$ cat src/rtl/ram_arb_pkg.sv
// ---------------------------------------------------------------------------
// ram_arb_pkg
// Shared definitions for the single-port RAM arbiter:
//   SIDE_A / SIDE_B : requester encodings used by the grant pointer and read tag
//   rd_tag_t        : read-return tag (valid + requester side), one cycle deep
//   calc_aw()       : address width for a given RAM depth (minimum 1 bit)
// ---------------------------------------------------------------------------
package ram_arb_pkg;

  localparam logic SIDE_A = 1'b0;
  localparam logic SIDE_B = 1'b1;

  typedef struct packed {
    logic valid;
    logic side;
  } rd_tag_t;

  // A depth of 1 still needs a 1-bit address port to keep the buses legal.
  function automatic int calc_aw(input int depth);
    return (depth > 1) ? $clog2(depth) : 1;
  endfunction

endpackage

$ cat src/rtl/ram_1port_arbiter_rr.sv
// ---------------------------------------------------------------------------
// rr_arbiter_2
// Two-way round-robin grant with a registered priority pointer.
// Ports:
//   i_Clk    : clock, rising edge
//   i_Rst    : synchronous active-high reset (pointer returns to A)
//   i_Req    : request vector, bit 0 = A, bit 1 = B
//   i_Accept : a grant was actually taken this cycle (advances the pointer)
//   o_Gnt    : one-hot grant (combinational), all zero when nothing requests
// ---------------------------------------------------------------------------
module rr_arbiter_2
  import ram_arb_pkg::*;
(
  input  logic       i_Clk,
  input  logic       i_Rst,
  input  logic [1:0] i_Req,
  input  logic       i_Accept,
  output logic [1:0] o_Gnt
);

  logic r_Prio;

  // The pointer only matters under contention; a lone requester always wins.
  always_comb begin
    o_Gnt = 2'b00;
    case (i_Req)
      2'b01:   o_Gnt = 2'b01;
      2'b10:   o_Gnt = 2'b10;
      2'b11:   o_Gnt = (r_Prio == SIDE_B) ? 2'b10 : 2'b01;
      default: o_Gnt = 2'b00;
    endcase
  end

  // After any acceptance the other side gets priority next time.
  always_ff @(posedge i_Clk) begin
    if (i_Rst) begin
      r_Prio <= SIDE_A;
    end else if (i_Accept) begin
      r_Prio <= o_Gnt[0] ? SIDE_B : SIDE_A;
    end
  end

endmodule

$ cat src/rtl/ram_1port_arbiter.sv
// ---------------------------------------------------------------------------
// ram_1port_arbiter
// Shares one single-port synchronous RAM (registered read) between two
// requesters A and B using round-robin arbitration. Commands are accepted
// with a valid/ready handshake and driven onto the RAM in the same cycle;
// read data returns one cycle later on a per-requester data-valid strobe.
// Ports (X = A or B):
//   i_Clk, i_Rst            : clock, synchronous active-high reset
//   i_X_Valid / o_X_Ready   : command handshake (ready is combinational)
//   i_X_WE, i_X_Addr        : write(1)/read(0), word address
//   i_X_Wr_Data             : write data
//   o_X_Rd_DV, o_X_Rd_Data  : read return strobe and data (data 0 when idle)
//   o_Ram_WE, o_Ram_Addr,
//   o_Ram_Wr_Data           : RAM command, zero when nothing is granted
//   i_Ram_Rd_Data           : RAM registered read data
// ---------------------------------------------------------------------------
module ram_1port_arbiter
  import ram_arb_pkg::*;
#(
  parameter  int WIDTH = 16,
  parameter  int DEPTH = 256,
  localparam int AW    = calc_aw(DEPTH)
) (
  input  logic             i_Clk,
  input  logic             i_Rst,

  input  logic             i_A_Valid,
  input  logic             i_A_WE,
  input  logic [AW-1:0]    i_A_Addr,
  input  logic [WIDTH-1:0] i_A_Wr_Data,
  output logic             o_A_Ready,
  output logic             o_A_Rd_DV,
  output logic [WIDTH-1:0] o_A_Rd_Data,

  input  logic             i_B_Valid,
  input  logic             i_B_WE,
  input  logic [AW-1:0]    i_B_Addr,
  input  logic [WIDTH-1:0] i_B_Wr_Data,
  output logic             o_B_Ready,
  output logic             o_B_Rd_DV,
  output logic [WIDTH-1:0] o_B_Rd_Data,

  output logic             o_Ram_WE,
  output logic [AW-1:0]    o_Ram_Addr,
  output logic [WIDTH-1:0] o_Ram_Wr_Data,
  input  logic [WIDTH-1:0] i_Ram_Rd_Data
);

  logic [1:0] w_Gnt;
  logic       w_Acc_A;
  logic       w_Acc_B;
  logic       w_Accept;
  logic       w_A_DV;
  logic       w_B_DV;
  rd_tag_t    r_Rd_Tag;

  rr_arbiter_2 u_rr (
    .i_Clk    (i_Clk),
    .i_Rst    (i_Rst),
    .i_Req    ({i_B_Valid, i_A_Valid}),
    .i_Accept (w_Accept),
    .o_Gnt    (w_Gnt)
  );

  // A grant only exists for a valid requester, so ready alone implies acceptance.
  assign o_A_Ready = w_Gnt[0] & ~i_Rst;
  assign o_B_Ready = w_Gnt[1] & ~i_Rst;
  assign w_Acc_A   = o_A_Ready & i_A_Valid;
  assign w_Acc_B   = o_B_Ready & i_B_Valid;
  assign w_Accept  = w_Acc_A | w_Acc_B;

  always_comb begin
    o_Ram_WE      = 1'b0;
    o_Ram_Addr    = '0;
    o_Ram_Wr_Data = '0;
    if (w_Acc_A) begin
      o_Ram_WE      = i_A_WE;
      o_Ram_Addr    = i_A_Addr;
      o_Ram_Wr_Data = i_A_Wr_Data;
    end else if (w_Acc_B) begin
      o_Ram_WE      = i_B_WE;
      o_Ram_Addr    = i_B_Addr;
      o_Ram_Wr_Data = i_B_Wr_Data;
    end
  end

  // Tag follows the RAM's one-cycle read register; writes never raise it.
  always_ff @(posedge i_Clk) begin
    if (i_Rst) begin
      r_Rd_Tag <= '0;
    end else begin
      r_Rd_Tag.valid <= w_Accept & ~o_Ram_WE;
      r_Rd_Tag.side  <= w_Acc_B ? SIDE_B : SIDE_A;
    end
  end

  // Gating with reset kills a return that lands in the first reset cycle.
  assign w_A_DV = r_Rd_Tag.valid & (r_Rd_Tag.side == SIDE_A) & ~i_Rst;
  assign w_B_DV = r_Rd_Tag.valid & (r_Rd_Tag.side == SIDE_B) & ~i_Rst;

  assign o_A_Rd_DV   = w_A_DV;
  assign o_B_Rd_DV   = w_B_DV;
  assign o_A_Rd_Data = w_A_DV ? i_Ram_Rd_Data : '0;
  assign o_B_Rd_Data = w_B_DV ? i_Ram_Rd_Data : '0;

endmodule

$ cat config.mk
export PLATFORM = sky130hd
export DESIGN_NAME = ram_1port_arbiter
export DESIGN_NICKNAME = d
export VERILOG_FILES = /design/src/rtl/ram_arb_pkg.sv /design/src/rtl/ram_1port_arbiter_rr.sv /design/src/rtl/ram_1port_arbiter.sv
export SDC_FILE = /design/constraint.sdc
export NUM_CORES = 1
export LEC_CHECK = 0
export ABC_AREA = 1
export CORE_UTILIZATION = 23
export CTS_BUF_LIST = sky130_fd_sc_hd__clkbuf_2
export DETAILED_ROUTE_END_ITERATION = 7
export GPL_TIMING_DRIVEN = 0
export HOLD_SLACK_MARGIN = 0.1
export PLACE_DENSITY_LB_ADDON = 0.25
export SLEW_MARGIN = 5
export SYNTH_ARGS = -nofsm -noshare
export SYNTH_HDL_FRONTEND = slang
export SYNTH_SLANG_ARGS = --single-unit
$ cat constraint.sdc
create_clock -name i_Clk -period 3.3 [get_ports i_Clk]
set_clock_uncertainty 0.2 [all_clocks]
set_input_delay 0.495 -clock i_Clk [delete_from_list [all_inputs] [get_ports i_Clk]]
set_output_delay 0.495 -clock i_Clk [all_outputs]
set_load 0.005 [all_outputs]
run_1/layers.png
Scale bar: 20 µm. Only two layers are drawn.
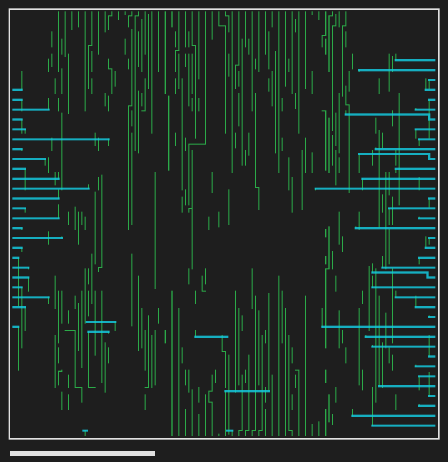
[green] M2 | wire length: 1700 µm
[cyan] M3 | wire length: 315 µm
DR vias: 1347
gr usage total: 15.99%

run_1/m1.png
Scale bar: 20 µm. Supply wires on this layer in gray.
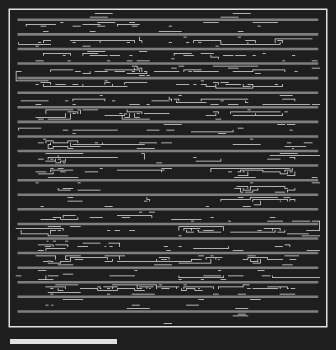
share of all routed wire: 35%
main direction: horizontal
wire length on this layer: 1080 µm
met1 usage: 15.38%
drt total wl: 3.121 mm

==> reports/qor.yml, run 1 <==
fp_util_pct: 24.43
p_per_area_mw_per_mm2: 143.7
ir_worst_vdd_mv: 0.1353
yosysSeqAreaShare_pct: 8.054
chipArea_mm2: 0.003474
tightest_slew_ns: 0.2856
reg2reg_slack_ns: 2.30
hp-class: "flip-flop to flip-flop"
netlist_area_um2: 745.7
grt_pass1_vias: 1107
ys_dominant_reg_cell: "dfxtp_1"
cp-end-kind: "output port"
yosysUniqueCellTypes: 19
grt_max_degree: 11
area_growth_pct: 184.6
yosysTopAreaCellShare_pct: 29.19
cts_root_buf: "clkbuf_2"
cpMaxStageDelayCell: "clkdlybuf4s50_1"
drc: 0
async_flop_share_pct: 0
drive_gt1_share_pct: 12.89
placed_cells: 327
status: "completed"
cts_setup_buffers: 0
yosysMostFrequentCell: "nand2_1"
p_int_uw: 215.8
wl_per_cell_um: 9.429
rsz0062_at_grt: "false"
cts_sinks: 3
critPathTopFamily: "buffers and inverters"
critPathMaxStageDelay_ns: 0.49
p_leak_uw: 0.0009978
edf_count: 0
avgSynthCellArea_um2: 4.874
grt_overflow_total: 0
power.share.clock_pct: 17.3
ys_cells: 153
vias_per_cell: 4.069
place.gp.congestion: 0.7021
final_util_pct: 69.51
firstDrtPassIters: 4
grt_pass1_wl_mm: 4.409
report.final.setup_viol: 0
p_seq_share_pct: 13.3
pwr-share-comb_pct: 69.4
ys_ff: 3
swShare_pct: 29.22
required_ns: 2.60
crit_fanout: 10
use_met2_pct: 33.60
period_used_pct: 87.81
antenna_found_initial: 0
cts.reportedPaths.clkPinSlew_ns: 0.05
total_power_uw: 304.9
synthCells: 153
min_period_ns: 2.898
hold_viol: 0
p_switching_uw: 89.07
crit_path_start_kind: "input pin"
ys_chip_area_um2: 745.7
dp_hpwl_mm: 2.719
diodes: 0
synthTopCellsByArea: "nand2_1 29%, nor2_1 17%, nand2_2 16%, inv_1 10%, dfxtp_1 8.1%"
clkLatencyLatePin_ns: 0.21
fp.dieH_um: 58.94
drtAntennaViolNets: 0
cts_buffer_depth: 2
place_area_mm2: 0.002102
synth_nets: 223
postCtsHoldBufs: 0
cts_resized: 0
fin_setup_tns_ns: 0
ioPinCount: 131
mostFrequentLayoutCells: "130 x clkdlybuf4s50_1, 58 x nand2_1, 34 x nor2_1"
detail_route.iter0.violations: 24
numCtsBuffers: 3
run_1/placed.png
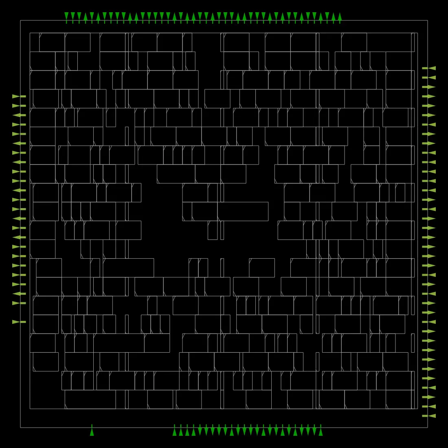
Core Box Area: 0.003053 mm²
registers: 3
tap cells: 44
fillcell total: 291
fin cells: 331

[run 1: cells by family (layout without fill, tap and decap cells)]
kind of cell,count (synthesis),count (layout),synth area share (%)
flops,3,3,8.054
simple gates,118,118,69.46
buf+inv,30,164,21.14
compound gates,2,2,1.341
[run 1: per-stage QoR]
stage	setup slack, ns	hold WS [ns]
floorplan	1.535	0.2505
global placement	0.4089	0.2727
detailed placement	0.3953	0.2847
CTS	0.3940	0.2857
global route	0.2889	0.3317
finish	0.4022	0.2830
[run 1: metal layers]
layer / share of wire (%) / vias to the layer above
met5: 0 / -
met4: 0.87 / 0
met3: 10 / 4
met2: 54 / 70
met1: 35 / 564
li1: - / 709
[run 1: cell type report]
| cell class | count | area share [%] |
|---|---|---|
| multi-input cells | 120 | 24.88 |
| flip-flops and latches | 3 | 2.830 |
| inverters | 23 | 4.068 |
| repair buffers | 130 | 61.32 |
| plain buffers | 7 | 3.361 |
| well taps | 44 | 2.594 |
| clock buffers | 4 | 0.9434 |
[run 1: path summary, 6_finish.rpt]
check                                              start                       end  cells after the start
worst max-delay path                               i_Rst          o_Ram_Wr_Data[6]                      8
worst min-delay path            u_rr.r_Prio$_SDFFE_PP0P_  u_rr.r_Prio$_SDFFE_PP0P_                      2
worst max register to register  u_rr.r_Prio$_SDFFE_PP0P_    r_Rd_Tag[1]$_SDFF_PP0_                      5
worst min register to register  u_rr.r_Prio$_SDFFE_PP0P_  u_rr.r_Prio$_SDFFE_PP0P_                      2
[run 1: state kept, by name (all words and copies together) (netlist names)]
name	count
r_Rd_Tag	2
u_rr.r_Prio	1
[run 1: power by group through the flow]
stage	combinational, µW	clock [µW]	sequential, µW
final	212	52.7	40.6
after global routing	228	56.2	41.1
after CTS	214	53.3	40.7
after detailed placement	213	0	41.3
after global placement	210	0	41.1
after floorplan	61.9	0	40.9
run_1/route_heat.png
Scale bar: 20 µm. The die is cut into 12 by 12 equal tiles; black is low, pale yellow is high, scaled to the fullest tile. Values are wire area over tile area, all layers added.
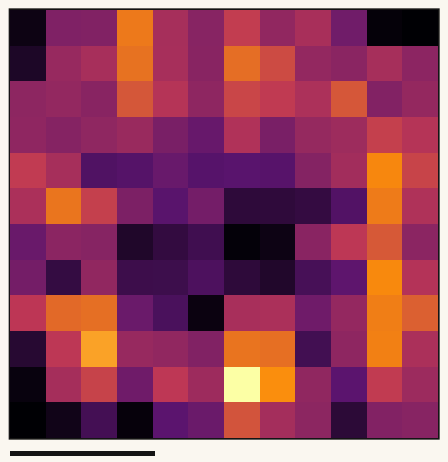

--- run 2 (diff from run 1) ---
- CORE_UTILIZATION: 23 -> 25
- SKIP_LAST_GASP: default -> 1
- SYNTH_HIERARCHICAL: default -> 1
run_2/route_heat.png
Scale bar: 20 µm. The die is cut into 12 by 12 equal tiles; black is low, pale yellow is high, scaled to the fullest tile. Values are wire area over tile area, all layers added.
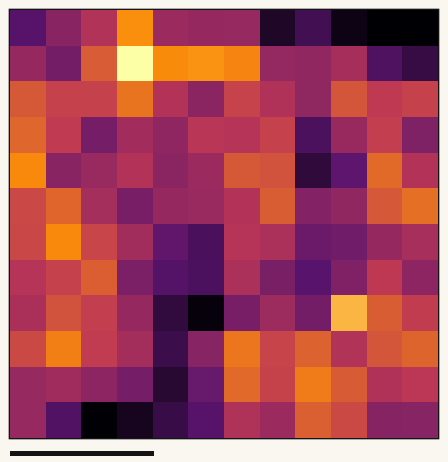
tiles over half the peak: 36%
mean over tiles: 0.18
nearly empty tiles: 2.8%
gr usage total: 21.05%
DR vias: 1541

run_2/placed.png
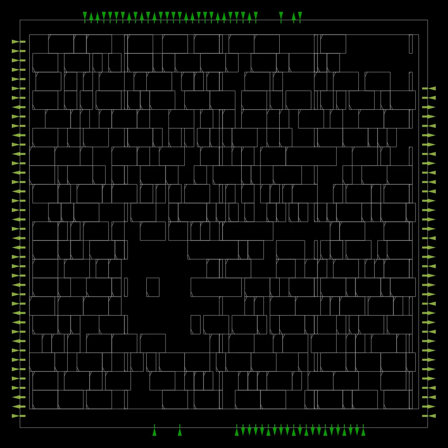
Site Rows: 20
Seq area share: 2.735%

==> reports/qor.yml, run 2 <==
status: "completed"
cp-end-kind: "output port"
fill_cells: 291  # unchanged
required_ns: 2.60  # about the same
ys_chip_area_um2: 819.5  # +9.9%
cts_root_buf: "clkbuf_2"
fin_hold_ws_ns: 0.3919  # +0.1088 ns
largest_register_ffs: 2  # unchanged
period_used_pct: 94.60  # +6.8 points
drive_gt1_share_pct: 7.692  # -5.2 points
ys_ff: 3  # unchanged
min_path_cells: 4  # +2
chipArea_mm2: 0.003511  # +1.1%
holdCritStartpoint: "u_rr/r_Prio$_SDFFE_PP0P_"
drtAntennaViolNets: 0  # unchanged
cts.reportedPaths.clkPinSlew_ns: 0.04  # about the same
p_leak_uw: 0.001046  # +4.8%
r2r_start: "u_rr/r_Prio$_SDFFE_PP0P_"
yosysSeqAreaShare_pct: 7.328  # -0.73 points
crit_path_start_kind: "input pin"
cts_setup_buffers: 0  # unchanged
dp_hpwl_mm: 3.150  # +16%
grt_pass1_wl_mm: 5.720  # +30%
yosysMostFrequentCell: "nand3_1"
cp.depth: 8  # unchanged
edf_count: 0  # unchanged
rr_endpoint: "u_rr/r_Prio$_SDFFE_PP0P_"
firstDrtPassIters: 4  # unchanged
grt_max_degree: 11  # unchanged
wl_mm: 3.776  # +21%
yosysUniqueCellTypes: 16  # -3
report.final.setup_viol: 0  # unchanged
r2r_cells: 10  # +5
hp-class: "flip-flop to flip-flop"
cp-endpoint: "o_Ram_Wr_Data[9]"
largest_register: "r_Rd_Tag"
drc: 0  # unchanged
numCtsBuffers: 3  # unchanged
reg2reg_slack_ns: 1.70  # -0.60 ns
min_period_ns: 3.122  # +0.2238 ns
fp.dieH_um: 59.26  # +0.53%
cts_resized: 0  # unchanged
tightest_slew_ns: 0.4387  # +0.1531 ns
cts_sinks: 3  # unchanged
mostFrequentLayoutCells: "130 x clkdlybuf4s50_1, 48 x nand3_1, 36 x nor2_1"
ir_worst_vdd_mv: 0.08471  # -37%
vias_per_cell: 4.493  # +10%
wl_per_cell_um: 11.01  # +17%
synthCells: 165  # +7.8%
critPathMaxStageDelay_ns: 0.51  # +0.02 ns
ys_cells: 165  # +7.8%
total_power_uw: 280.4  # -8.0%
avgSynthCellArea_um2: 4.967  # +1.9%
fin_ws_ns: 0.1784  # -0.2238 ns
critPathTopFamily: "buffers and inverters"
diodes: 0  # unchanged
netlist_area_um2: 819.5  # +9.9%
rsz0062_at_grt: "false"
hold_viol: 0  # unchanged
cpMaxStageDelayCell: "clkdlybuf4s50_1"
grt_pass1_vias: 1399  # +26%
fin_setup_tns_ns: 0  # unchanged
clkLatencyLatePin_ns: 0.21  # about the same
critPathLaunch: "i_B_Valid"
reg_top3: "r_Rd_Tag (2), u_rr/r_Prio (1)"
ioPinCount: 131  # unchanged
async_flop_share_pct: 0  # unchanged
detail_route.iter0.violations: 35  # +46%
antenna_found_initial: 0  # unchanged
grt_overflow_total: 0  # unchanged
preCtsSetupSlack_ns: 0.1759  # -0.2193 ns
run_2/class_map.png
Fill, decap, tap and diode cells in gray.
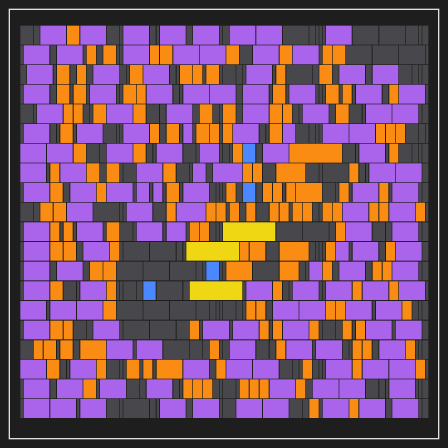
[purple] remaining buffers and delay cells | cells: 141 | share of their area: 64%
[yellow] registers | cells: 3 | share of their area: 2.8%
[orange] remaining logic cells | cells: 151 | share of their area: 32%
[blue] clock drivers and dummy loads | cells: 4 | share of their area: 0.94%
utilization after layout: 71.34%
fin area: 0.002196 mm²

==> run 2: cell count changes after synthesis, moves of 2 or more <==
cell,delta
nand2_1,-28
buf_2,+3
inv_1,+6
nor2_1,+2
nand2_2,-18
nand3_1,+46
clkbuf_1,+2
nand3_2,+3
==> run 2: area by class of cell <==
type,count,area [µm²],share of cell area [%]
Timing Repair Buffer,130,1301,59.26
Multi-Input combinational cell,123,584.3,26.61
Inverter,28,105.1,4.786
Buffer,11,70.07,3.191
Sequential cell,3,60.06,2.735
Tap cell,44,55.05,2.507
Clock buffer,4,20.02,0.9117
==> run 2: through the flow <==
stage,area (µm²),std cells
finish,2196,343
global route,2196,343
CTS,2196,343
detailed placement,2176,339
global placement,2176,339
floorplan,819.5,165
==> run 2: worst min-delay path, delay by kind of cell, from the launching register on <==
family | cells | cell delay (ns)
and+or+nand+nor | 3 | 0.20
buffers and inverters | 1 | 0.03
DFF | 1 | 0.32
==> run 2: layer usage <==
metal  GRT usage (%)  routed length (µm)  up-vias
li1                -                   -      779
met1           21.80                1462      669
met2           39.00                1838       87
met3           6.987                 428        6
met4           7.483                  46        0
met5               0                   0        -
==> run 2: power by group <==
group          internal, µW  total, µW  switching [µW]  leakage, µW
Sequential             38.6       40.1            1.45    0.0000246
Clock                  32.0       51.6            19.7    0.0000166
Combinational           123        189            65.5      0.00100
Total                   194        280            86.7      0.00105
==> run 2: cells by family after synthesis <==
| family | synth area share, % |
|---|---|
| compound gates | 0.9164 |
| buf+inv | 21.37 |
| flops | 7.329 |
| simple gates | 70.38 |
Power figures rest on the tool's default switching activity, not on a simulated workload.
